[src/rtl/cpu_types_pkg.sv]
// Shared types for the pipeline memory arbiter: word type, arbiter FSM states,
// latched request payload and the default timed-out load value.
package cpu_types_pkg;

    localparam int unsigned WORD_W = 32;
    localparam int unsigned CNT_W  = 8;

    typedef logic [WORD_W-1:0] word_t;

    typedef enum logic [1:0] {
        IDLE = 2'd0,
        DACC = 2'd1,
        IACC = 2'd2,
        DONE = 2'd3
    } arb_state_t;

    // Request latched when the arbiter leaves IDLE; drives the RAM during the access.
    typedef struct packed {
        word_t addr;
        word_t wdata;
        logic  wr;
    } mem_req_t;

    localparam word_t BAD_WORD_DFLT = 32'hBAD1BAD1;

endpackage

[src/rtl/mem_timeout_counter.sv]
// Watchdog for one RAM access: counts access cycles and flags the last
// allowed cycle so the arbiter can force an error completion.
module mem_timeout_counter
    import cpu_types_pkg::*;
#(
    parameter int unsigned TIMEOUT = 64
) (
    input  logic CLK,
    input  logic nRST,
    input  logic clr_i,
    input  logic en_i,
    output logic expired_c
);

    logic [CNT_W-1:0] cnt_q;
    logic [CNT_W-1:0] cnt_d;

    // Next count: clear wins over increment.
    always_comb begin
        cnt_d = cnt_q;
        if (clr_i) begin
            cnt_d = '0;
        end else if (en_i) begin
            cnt_d = cnt_q + CNT_W'(1);
        end
    end

    // Count register.
    always_ff @(posedge CLK or negedge nRST) begin
        if (!nRST) begin
            cnt_q <= '0;
        end else begin
            cnt_q <= cnt_d;
        end
    end

    // Current access cycle is the last one allowed.
    assign expired_c = en_i && (cnt_q == CNT_W'(TIMEOUT - 1));

endmodule

[src/rtl/pipeline_mem_arbiter.sv]
// Single-port RAM arbiter between fetch (instruction) and memory (data) stages.
// Data requests win; one RAM access in flight; watchdog turns a hung access
// into an error completion with a sticky err flag.
// Optional one-entry fetch buffer: PIPELINE_MEM_ARBITER_IBUF_EN.
module pipeline_mem_arbiter
    import cpu_types_pkg::*;
#(
    parameter int unsigned TIMEOUT  = 64,
    parameter word_t       BAD_WORD = BAD_WORD_DFLT
) (
    input  logic        CLK,
    input  logic        nRST,
    input  logic        iREN,
    input  logic [31:0] iaddr,
    output logic        ihit,
    output logic [31:0] iload,
    input  logic        dREN,
    input  logic        dWEN,
    input  logic [31:0] daddr,
    input  logic [31:0] dstore,
    output logic        dhit,
    output logic [31:0] dload,
    output logic        ram_REN,
    output logic        ram_WEN,
    output logic [31:0] ram_addr,
    output logic [31:0] ram_store,
    input  logic [31:0] ram_load,
    input  logic        ram_ready,
    output logic        err
);

    arb_state_t state_q, state_d;
    mem_req_t   req_q, req_d;
    logic       ihit_q, ihit_d;
    logic       dhit_q, dhit_d;
    logic       ren_q, ren_d;
    logic       wen_q, wen_d;
    logic       err_q, err_d;
    word_t      iload_q, iload_d;
    word_t      dload_q, dload_d;

    logic       in_access_c;
    logic       expired_c;
    logic       buf_hit_c;
    word_t      buf_word_c;

    assign in_access_c = (state_q == DACC) || (state_q == IACC);

    mem_timeout_counter #(
        .TIMEOUT (TIMEOUT)
    ) u_tmo (
        .CLK       (CLK),
        .nRST      (nRST),
        .clr_i     (!in_access_c),
        .en_i      (in_access_c),
        .expired_c (expired_c)
    );

`ifdef PIPELINE_MEM_ARBITER_IBUF_EN
    logic  ibuf_vld_q, ibuf_vld_d;
    word_t ibuf_addr_q, ibuf_addr_d;
    word_t ibuf_data_q, ibuf_data_d;

    assign buf_hit_c  = ibuf_vld_q && (iaddr == ibuf_addr_q);
    assign buf_word_c = ibuf_data_q;

    // Buffer update: fill on good fetch, drop on aliasing write or any timeout.
    always_comb begin
        ibuf_vld_d  = ibuf_vld_q;
        ibuf_addr_d = ibuf_addr_q;
        ibuf_data_d = ibuf_data_q;
        if (state_q == IACC && ram_ready) begin
            ibuf_vld_d  = 1'b1;
            ibuf_addr_d = req_q.addr;
            ibuf_data_d = ram_load;
        end else if (state_q == DACC && ram_ready && req_q.wr && req_q.addr == ibuf_addr_q) begin
            ibuf_vld_d = 1'b0;
        end else if (expired_c && !ram_ready) begin
            ibuf_vld_d = 1'b0;
        end
    end

    // Buffer registers.
    always_ff @(posedge CLK or negedge nRST) begin
        if (!nRST) begin
            ibuf_vld_q  <= 1'b0;
            ibuf_addr_q <= '0;
            ibuf_data_q <= '0;
        end else begin
            ibuf_vld_q  <= ibuf_vld_d;
            ibuf_addr_q <= ibuf_addr_d;
            ibuf_data_q <= ibuf_data_d;
        end
    end
`else
    assign buf_hit_c  = 1'b0;
    assign buf_word_c = '0;
`endif

    // Arbitration FSM next state; hits and strobes are registered on entry to their state.
    always_comb begin
        state_d = state_q;
        req_d   = req_q;
        ihit_d  = 1'b0;
        dhit_d  = 1'b0;
        ren_d   = 1'b0;
        wen_d   = 1'b0;
        err_d   = err_q;
        iload_d = iload_q;
        dload_d = dload_q;

        unique case (state_q)
            IDLE: begin
                if (dREN || dWEN) begin
                    // Read+write together is a write.
                    req_d   = '{addr: daddr, wdata: dstore, wr: dWEN};
                    ren_d   = !dWEN;
                    wen_d   = dWEN;
                    state_d = DACC;
                end else if (iREN) begin
                    if (buf_hit_c) begin
                        iload_d = buf_word_c;
                        ihit_d  = 1'b1;
                        state_d = DONE;
                    end else begin
                        req_d   = '{addr: iaddr, wdata: req_q.wdata, wr: 1'b0};
                        ren_d   = 1'b1;
                        state_d = IACC;
                    end
                end
            end

            DACC: begin
                ren_d = !req_q.wr;
                wen_d = req_q.wr;
                if (ram_ready) begin
                    if (!req_q.wr) begin
                        dload_d = ram_load;
                    end
                    dhit_d  = 1'b1;
                    ren_d   = 1'b0;
                    wen_d   = 1'b0;
                    state_d = DONE;
                end else if (expired_c) begin
                    if (!req_q.wr) begin
                        dload_d = BAD_WORD;
                    end
                    err_d   = 1'b1;
                    dhit_d  = 1'b1;
                    ren_d   = 1'b0;
                    wen_d   = 1'b0;
                    state_d = DONE;
                end
            end

            IACC: begin
                ren_d = 1'b1;
                if (ram_ready) begin
                    iload_d = ram_load;
                    ihit_d  = 1'b1;
                    ren_d   = 1'b0;
                    state_d = DONE;
                end else if (expired_c) begin
                    iload_d = BAD_WORD;
                    err_d   = 1'b1;
                    ihit_d  = 1'b1;
                    ren_d   = 1'b0;
                    state_d = DONE;
                end
            end

            DONE: begin
                // Requests ignored here so a held request is not re-issued.
                state_d = IDLE;
            end

            default: begin
                state_d = IDLE;
            end
        endcase
    end

    // State and output registers.
    always_ff @(posedge CLK or negedge nRST) begin
        if (!nRST) begin
            state_q <= IDLE;
            req_q   <= '0;
            ihit_q  <= 1'b0;
            dhit_q  <= 1'b0;
            ren_q   <= 1'b0;
            wen_q   <= 1'b0;
            err_q   <= 1'b0;
            iload_q <= '0;
            dload_q <= '0;
        end else begin
            state_q <= state_d;
            req_q   <= req_d;
            ihit_q  <= ihit_d;
            dhit_q  <= dhit_d;
            ren_q   <= ren_d;
            wen_q   <= wen_d;
            err_q   <= err_d;
            iload_q <= iload_d;
            dload_q <= dload_d;
        end
    end

    assign ihit      = ihit_q;
    assign dhit      = dhit_q;
    assign iload     = iload_q;
    assign dload     = dload_q;
    assign ram_REN   = ren_q;
    assign ram_WEN   = wen_q;
    assign ram_addr  = req_q.addr;
    assign ram_store = req_q.wdata;
    assign err       = err_q;

endmodule

[config.mk]
export PLATFORM = sky130hd
export DESIGN_NAME = pipeline_mem_arbiter
export DESIGN_NICKNAME = d
export VERILOG_FILES = /design/src/rtl/cpu_types_pkg.sv /design/src/rtl/mem_timeout_counter.sv /design/src/rtl/pipeline_mem_arbiter.sv
export SDC_FILE = /design/constraint.sdc
export NUM_CORES = 1
export LEC_CHECK = 0
export CORE_ASPECT_RATIO = 1.5
export CORE_MARGIN = 3
export CORE_UTILIZATION = 39
export CTS_BUF_LIST = sky130_fd_sc_hd__clkbuf_8 sky130_fd_sc_hd__clkbuf_16
export DETAILED_ROUTE_END_ITERATION = 8
export PLACE_DENSITY = 0.86
export RECOVER_POWER = 25
export SYNTH_ARGS = -nofsm -noshare
export SYNTH_HDL_FRONTEND = slang
export SYNTH_SLANG_ARGS = --single-unit
[constraint.sdc]
create_clock -name CLK -period 2.1 [get_ports CLK]
set_clock_uncertainty 0.15 [all_clocks]
set_input_delay 0.21 -clock CLK [delete_from_list [all_inputs] [get_ports CLK]]
set_output_delay 0.21 -clock CLK [all_outputs]
set_load 0.005 [all_outputs]
==> results.cfg, run 1 <==
; generated from flow reports
[global_routing]
antenna_found_initial = 2
grt_max_degree = 65
grt_pass1_vias = 4889
grt_pass1_wl_um = 27000
gr-total-overflow = 0
gr-usage-all-layers_pct = 18.9

[clocking]
cts_resized = 0
path_clk_slew_ns = 0.06
cts_tree = done
postCtsSetupBuffers = 0
root_buffer = clkbuf_16
cts_max_path_buffers = 2
cts-htree-levels = 4
ctsHoldBuffers = 1

[power_and_ir_drop]
swShare_pct = 29.7
combinationalPower_mw = 5.77
pwr_density_cell_mw_per_mm2 = 1440
power.leakage_nw = 3.99
p_seq_share_pct = 35.0
p_total_mw = 13.6
switchingPower_mw = 4.04
comb_power_share_pct = 42.4
internal_power_mw = 9.56
ir_drop_v = 0.000575
maxPowerGroup = combinational cells

[cells_and_area]
instances_no_fill = 931
signal_buffers = 286
layout-drive-gt1-share_pct = 14.1
clkCellAreaFrac_pct = 6.37
logic_area_mm2 = 0.00211
comb_share_pct = 22.3
syn_to_final_growth_pct = 48.1
final_area_mm2 = 0.00947
diodes = 0
largest_cell_class = registers
ff_count = 144
buffer_area_share_pct = 30.3
inverters = 5
lay_top_cells = clkdlybuf4s50_1, dfrtp_1, nand2_1, mux2i_1
final_common_cell = clkdlybuf4s50_1
nNetsFinal = 855
fill_cells = 1297
nMultiInputCombCells = 261

[floorplanning]
num_tap_cells = 203
pin_count = 267
die_x_um = 111
rows = 56
fp_util_pct = 40.4
die_y_um = 163
die-area_mm2 = 0.0180
core_area_mm2 = 0.0158

[setup_path]
path_delay_family = simple AND/OR/NAND/NOR gates
rr_endpoint = iload[17]
cp_data_arrival_time_ns = 2.16
cp-start-kind = register
crit_chain = ha_1 -> and3_1 -> a31oi_4 -> nand2b_4 -> buf_4 -> a32o_1
crit_end = iload[17]
cp_max_fo = 14
crit_required_ns = 2.29
crit_path_end_kind = register
worst-path-buf-inv = 1
critical_path.startpoint = u_tmo.cnt_q[0]
rr_worst_depth = 6
r2r_slack_ns = 0.12
path_depth = 6
r2r_start = u_tmo.cnt_q[0]
worst-setup-path-type = reg -> reg
crit_path_top_delay_cell = dfrtp_1
cpPeakStageDelay_ns = 0.41

[hold_path]
hold_path_end = ram_store[5]
hold_start = dstore[5]
holdPathStages = 2
hold_path.class = in -> reg

[synthesis]
common_cells = dfrtp_1, buf_4, mux2i_1, nand2_1
synthArstFlopShare_pct = 100
synth_top_cell_by_area = dfrtp_1
syn_inst = 508
top_area_share_pct = 56.4
yosys_register_bits = 144
area_leaders = dfrtp_1, buf_4, mux2_2, mux2i_1, a32o_1
synthDistinctLibCells = 36
synth_seq_share_pct = 56.4
ys_cells = 508
fp_nets = 648
synth-edff-count = 0
syn-cell-area_mm2 = 0.00639
synth_warnings = 0
synth_top_flop_cell = dfrtp_1
ys_area_mm2 = 0.00639
top_cell = dfrtp_1
syn_area_per_cell_um2 = 12.6

[placed_design]
port_buffers = 266
place_inst = 898
dp_hpwl_um = 12800
place_area_mm2 = 0.00886
routabilityCongestion = 0.794
dp_slack_ns = 0.118

[route]
wl_um = 17100
vias = 4655
route.detailed.drc = 0
viasPerCell = 5.00
drt_iter0_markers = 252
ant_nets = 0
wl_per_cell_um = 18.4
firstDrtPassIters = 5

[sta]
setup_ws_ns = 0.122
fmax_mhz = 506
finalHoldViolations = 0
slew_headroom_pct = 23.5
hold_ws_ns = 0.259
drv_slew = 0
setup_viol = 0
min_period_over_period_pct = 94.2
rsz0062_at_grt = false
worst_pin_slew_ns = 1.15
layout_min_cycle_time_ns = 1.98
final.setup.tns_ns = 0

[job]
warning_count = 30
max-cap-violations = 0

[outcome]
outcome = finished, final reports clean
## run 1: kinds of logic (layout without fill, tap and decap cells)
logic type,Yosys count,after routing,synth area share [%]
AOI/OAI and AO/OA,106,106,14.1
xor gates and xnor gates,6,6,0.822
adders and majority gates,6,6,1.17
buffers and inverters,103,323,10.8
DFF,144,144,56.4
muxes,67,67,11.1
and+or+nand+nor,76,76,5.58
## run 1: per-layer routing
layer / vias up / share of wire (%) / global-route usage, % / wire length, um
met5: - / 0.16 / 0 / 27
met2: 184 / 52 / 32.8 / 8860
met1: 2273 / 38 / 21.6 / 6460
met4: 4 / 3.8 / 8.35 / 642
li1: 2151 / - / - / -
met3: 43 / 6.5 / 5.91 / 1110
Fig. 1: run 1, clock distribution
Scale bar: 20 um.
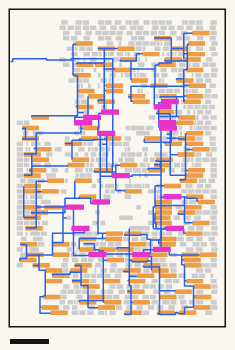
blue -> clock wires  # length 1,890 um
orange -> flip-flops  # count 144
magenta -> cells driving clock nets  # count 17
flops lie = widely spread
clock power share: 22.6%
P_clk: 3.07 mW
clock latency on the worst-skew pair: 0.40 ns

Fig. 2: run 1, sequential cells colored by netlist name
Scale bar: 20 um. Other sequential cells in the stronger gray, the rest of the logic in the fainter gray.
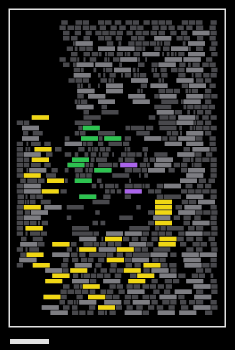
purple -> state_q  # sequential cells 2
yellow -> iload  # sequential cells 32
green -> u_tmo.cnt_q  # sequential cells 8
not colored = 102
flop share of the area: 38.0%
Seq. pwr: 4.76 mW
register area: 0.00360 mm^2
Finished Core Util: 59.8%

Fig. 3: run 1, clock nets
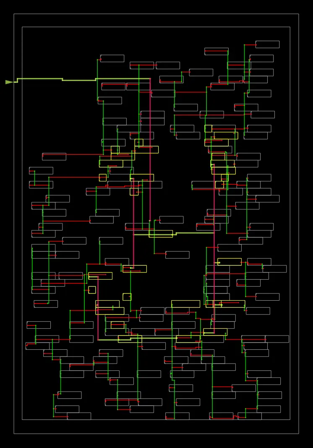
Sink Count: 144
clock buf count: 19
CTS Buf Count: 17

==> run 2: changes to the inputs <==
--- a/config.mk
+++ b/config.mk
@@ -15,3 +15,4 @@
 export SYNTH_ARGS = -nofsm -noshare
 export SYNTH_HDL_FRONTEND = slang
 export SYNTH_SLANG_ARGS = --single-unit
+export TNS_END_PERCENT = 50
==> run 2 against run 1 <==
Net effect:
- clock-buffer cell count unchanged
- cell count unchanged
- flip-flop count unchanged
- sequential share of layout area unchanged
- hold slack unchanged
- combinational power about the same
==> results.cfg, run 2 <==
; generated from flow reports
[route]
vias = 4655
route.detailed.drc = 0
drt_iter0_markers = 252
firstDrtPassIters = 5

[placed_design]
routabilityCongestion = 0.794
place_inst = 898
dp_hpwl_um = 12800

[floorplanning]
pin_count = 267
rows = 56
core_area_mm2 = 0.0158

[hold_path]
hold_start = dstore[5]
hold_path_end = ram_store[5]

[cells_and_area]
fill_cells = 1297
signal_buffers = 286
buffer_area_share_pct = 30.3
seq_share_pct = 38.0
logic_area_mm2 = 0.00211
final_common_cell = clkdlybuf4s50_1
diodes = 0
largest_cell_class = registers
final_area_mm2 = 0.00947
seq_area_mm2 = 0.00360
nNetsFinal = 855
nClkBuffers = 19
lay_top_cells = clkdlybuf4s50_1, dfrtp_1, nand2_1, mux2i_1
nMultiInputCombCells = 261

[setup_path]
worst-path-buf-inv = 1
critical_path.startpoint = u_tmo.cnt_q[0]
cpPeakStageDelay_ns = 0.41
rr_endpoint = iload[17]
crit_end = iload[17]
crit_required_ns = 2.29
rr_worst_depth = 6
crit_path_end_kind = register

[global_routing]
grt_max_degree = 65
grt_pass1_wl_um = 27000
gr-total-overflow = 0
gr-usage-all-layers_pct = 18.9
antenna_found_initial = 2

[sta]
fmax_mhz = 506
setup_viol = 0
drv_slew = 0
layout_min_cycle_time_ns = 1.98
rsz0062_at_grt = false
setup_ws_ns = 0.122

[job]
max-cap-violations = 0
warning_count = 30

[synthesis]
top_cell = dfrtp_1
common_cells = dfrtp_1, buf_4, mux2i_1, nand2_1
syn-cell-area_mm2 = 0.00639
synth-edff-count = 0
synth_top_cell_by_area = dfrtp_1
ys_area_mm2 = 0.00639
fp_nets = 648
area_leaders = dfrtp_1, buf_4, mux2_2, mux2i_1, a32o_1

[power_and_ir_drop]
power.leakage_nw = 3.99
p_total_mw = 13.6
pwr_density_cell_mw_per_mm2 = 1440

[outcome]
outcome = finished, final reports clean

[clocking]
clock-sinks = 144
cts_max_path_buffers = 2
worstSkewPairLatency_ns = 0.40
root_buffer = clkbuf_16
path_clk_slew_ns = 0.06
run 2: cell counts in the layout (fill, tap and decap cells not counted):
Identical to the previous run, type by type.
run 2: logic make-up after synthesis:
logic type	share of synthesized area, %
simple gates	5.58
xor+xnor	0.822
compound gates	14.1
fa+ha+maj	1.17
mux	11.1
flops	56.4
buf+inv	10.8
run 2: layer usage:
layer  routed length [um]  track usage, %
met1                 6460            21.6
met2                 8860            32.8
met3                 1110            5.91
met4                  642            8.35
met5                   27               0
run 2: where the power goes:
group          switching [mW]  internal, mW  total (mW)
Combinational            2.12          3.65        5.77
Clock                    1.23          1.83        3.07
Sequential              0.687          4.07        4.76
run 2: repair_timing:
item / in CTS / in global routing
resized: 0 / 1
endpoints found under the hold margin: 126 / 0
hold buffers: 1 / 0
endpoints found under the setup margin: 0 / 2
Fig. 4: run 2, clock nets
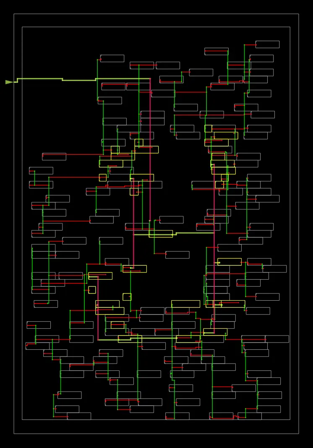
Flop Count: 144

==> run 3: changes to the inputs <==
--- a/config.mk
+++ b/config.mk
@@ -5,6 +5,7 @@
 export SDC_FILE = /design/constraint.sdc
 export NUM_CORES = 1
 export LEC_CHECK = 0
+export ABC_CLOCK_PERIOD_IN_PS = 2100
 export CORE_ASPECT_RATIO = 1.5
 export CORE_MARGIN = 3
 export CORE_UTILIZATION = 39
@@ -12,6 +13,7 @@
 export DETAILED_ROUTE_END_ITERATION = 8
 export PLACE_DENSITY = 0.86
 export RECOVER_POWER = 25
+export SETUP_SLACK_MARGIN = 0.3
 export SYNTH_ARGS = -nofsm -noshare
 export SYNTH_HDL_FRONTEND = slang
 export SYNTH_SLANG_ARGS = --single-unit
Fig. 5: run 3, clock distribution
Scale bar: 20 um.
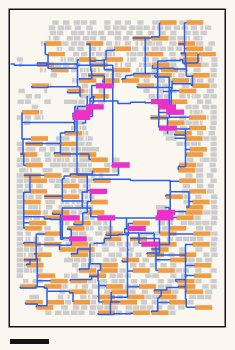
magenta -> cells driving clock nets  # count 17
blue -> clock wires  # length 1,950 um
orange -> flip-flops  # count 144
flops lie = widely spread
routed clock nets = 18
P_clk: 3.17 mW
clock power share: 22.9%
clock latency on the worst-skew pair: 0.41 ns

==> run 3 against run 2 <==
Net effect:
- synthesized area stayed put
- clock power is 3% higher
- largest cell class unchanged
- die area stayed put
- critical endpoint is now state_q[0]
- largest power group unchanged
- total power is 1.7% higher
==> results.cfg, run 3 <==
; generated from flow reports
[hold_path]
hold_path_end = ram_store[23]
holdPathStages = 2
hold_start = dstore[23]
hold_path.class = in -> reg

[setup_path]
crit_path_end_kind = register
crit_chain = ha_2 -> and3_4 -> nand2_1 -> a32oi_2 -> mux2_2
crit_required_ns = 2.24
r2r_slack_ns = 0.30
cp_data_arrival_time_ns = 1.95
rr_endpoint = state_q[0]
path_depth = 5
crit_end = state_q[0]
critical_path.startpoint = u_tmo.cnt_q[0]
crit_path_top_delay_cell = dfrtp_1
worst-setup-path-type = reg -> reg
r2r_start = u_tmo.cnt_q[0]
cp_max_fo = 5
cpPeakStageDelay_ns = 0.39
path_delay_family = flip-flops
cp-start-kind = register
rr_worst_depth = 5
worst-path-buf-inv = 0

[sta]
slew_headroom_pct = 22.2
layout_min_cycle_time_ns = 1.80
finalHoldViolations = 0
worst_pin_slew_ns = 1.17
rsz0062_at_grt = true
min_period_over_period_pct = 85.8
final.setup.tns_ns = 0
fmax_mhz = 555
drv_slew = 0
setup_viol = 0
hold_ws_ns = 0.248

[floorplanning]
die_y_um = 163
rows = 56
die-area_mm2 = 0.0180
fp_util_pct = 40.4
core_area_mm2 = 0.0158
die_x_um = 111
pin_count = 267

[route]
viasPerCell = 4.96
route.detailed.drc = 0
ant_nets = 0
wl_um = 16800
drt_iter0_markers = 173
vias = 4627
firstDrtPassIters = 4
wl_per_cell_um = 18.0

[placed_design]
dp_hpwl_um = 12100
place_area_mm2 = 0.00885
routabilityCongestion = 0.776
port_buffers = 266

[global_routing]
gr-usage-all-layers_pct = 18.4
grt_max_degree = 65
grt_pass1_wl_um = 26600
gr-total-overflow = 0
grt_pass1_vias = 4951
antenna_found_initial = 0

[synthesis]
syn-cell-area_mm2 = 0.00639
top_area_share_pct = 56.4
synthArstFlopShare_pct = 100
syn_inst = 508
ys_cells = 508
synth_top_flop_cell = dfrtp_1
synth-adder-area-share_pct = 1.17
synth_warnings = 0
top_cell = dfrtp_1
synth_top_cell_by_area = dfrtp_1
simple_gate_area_share_pct = 5.58
synth_seq_share_pct = 56.4
synth-edff-count = 0
yosys_register_bits = 144
synthDistinctLibCells = 36
syn_area_per_cell_um2 = 12.6
ys_sh_aoi_pct = 14.1
common_cells = dfrtp_1, buf_4, mux2i_1, nand2_1
topCombFamilyByArea = AND-OR/OR-AND gates
fp_nets = 648
area_leaders = dfrtp_1, buf_4, mux2_2, mux2i_1, a32o_1
ys_area_mm2 = 0.00639
synth-xor-area-share_pct = 0.822
mux_share_pct = 11.1

[power_and_ir_drop]
seq-power_mw = 4.76
p_total_mw = 13.8
pwr_density_cell_mw_per_mm2 = 1450
switchingPower_mw = 4.29
swShare_pct = 31.0
comb_power_share_pct = 42.7
internal_power_mw = 9.54
ir_drop_v = 0.000760
maxPowerGroup = combinational cells
p_seq_share_pct = 34.4
combinationalPower_mw = 5.91
power.leakage_nw = 4.02

[outcome]
outcome = finished, final reports clean

[cells_and_area]
seq_area_mm2 = 0.00360
final_area_mm2 = 0.00956
diodes = 0
lay_top_cells = clkdlybuf4s50_1, dfrtp_1, nand2_1, mux2i_1
layout-drive-gt1-share_pct = 15.2
final_common_cell = clkdlybuf4s50_1
final_util_pct = 60.4
nNetsFinal = 856
fill_cells = 1272
syn_to_final_growth_pct = 49.6
logic_area_mm2 = 0.00216

[clocking]
ctsHoldBuffers = 1
cts_resized = 6
path_clk_slew_ns = 0.08
cts_tree = done
cts_max_path_buffers = 2
cts-htree-levels = 4
postCtsSetupBuffers = 3
numCtsBuffers = 17
clock-sinks = 144
root_buffer = clkbuf_16

[job]
max-cap-violations = 0
warning_count = 33
[run 3: stage by stage]
step / worst slack, ns / cells
detailed placement: 0.0654 / 894
floorplan: 0.180 / 508
global placement: 0.130 / 894
CTS: 0.290 / 930
global route: 0.135 / 932
finish: 0.299 / 932
[run 3: final cells by class]
cell class / count / area share, %
clock buffer: 17 / 4.45
clock inverter: 15 / 2.17
inverter: 5 / 0.275
multi-input combinational: 261 / 22.6
sequential: 144 / 37.7
tap: 203 / 2.66
timing repair buffer: 287 / 30.1
[run 3: per-layer routing]
metal | vias to the layer above | routed length, um | track usage, %
li1 | 2166 | - | -
met1 | 2265 | 6720 | 21.9
met2 | 170 | 8730 | 31.7
met3 | 26 | 948 | 5.46
met4 | 0 | 408 | 6.61
met5 | - | 0 | 0
Power is estimated from default activity; no workload was simulated.
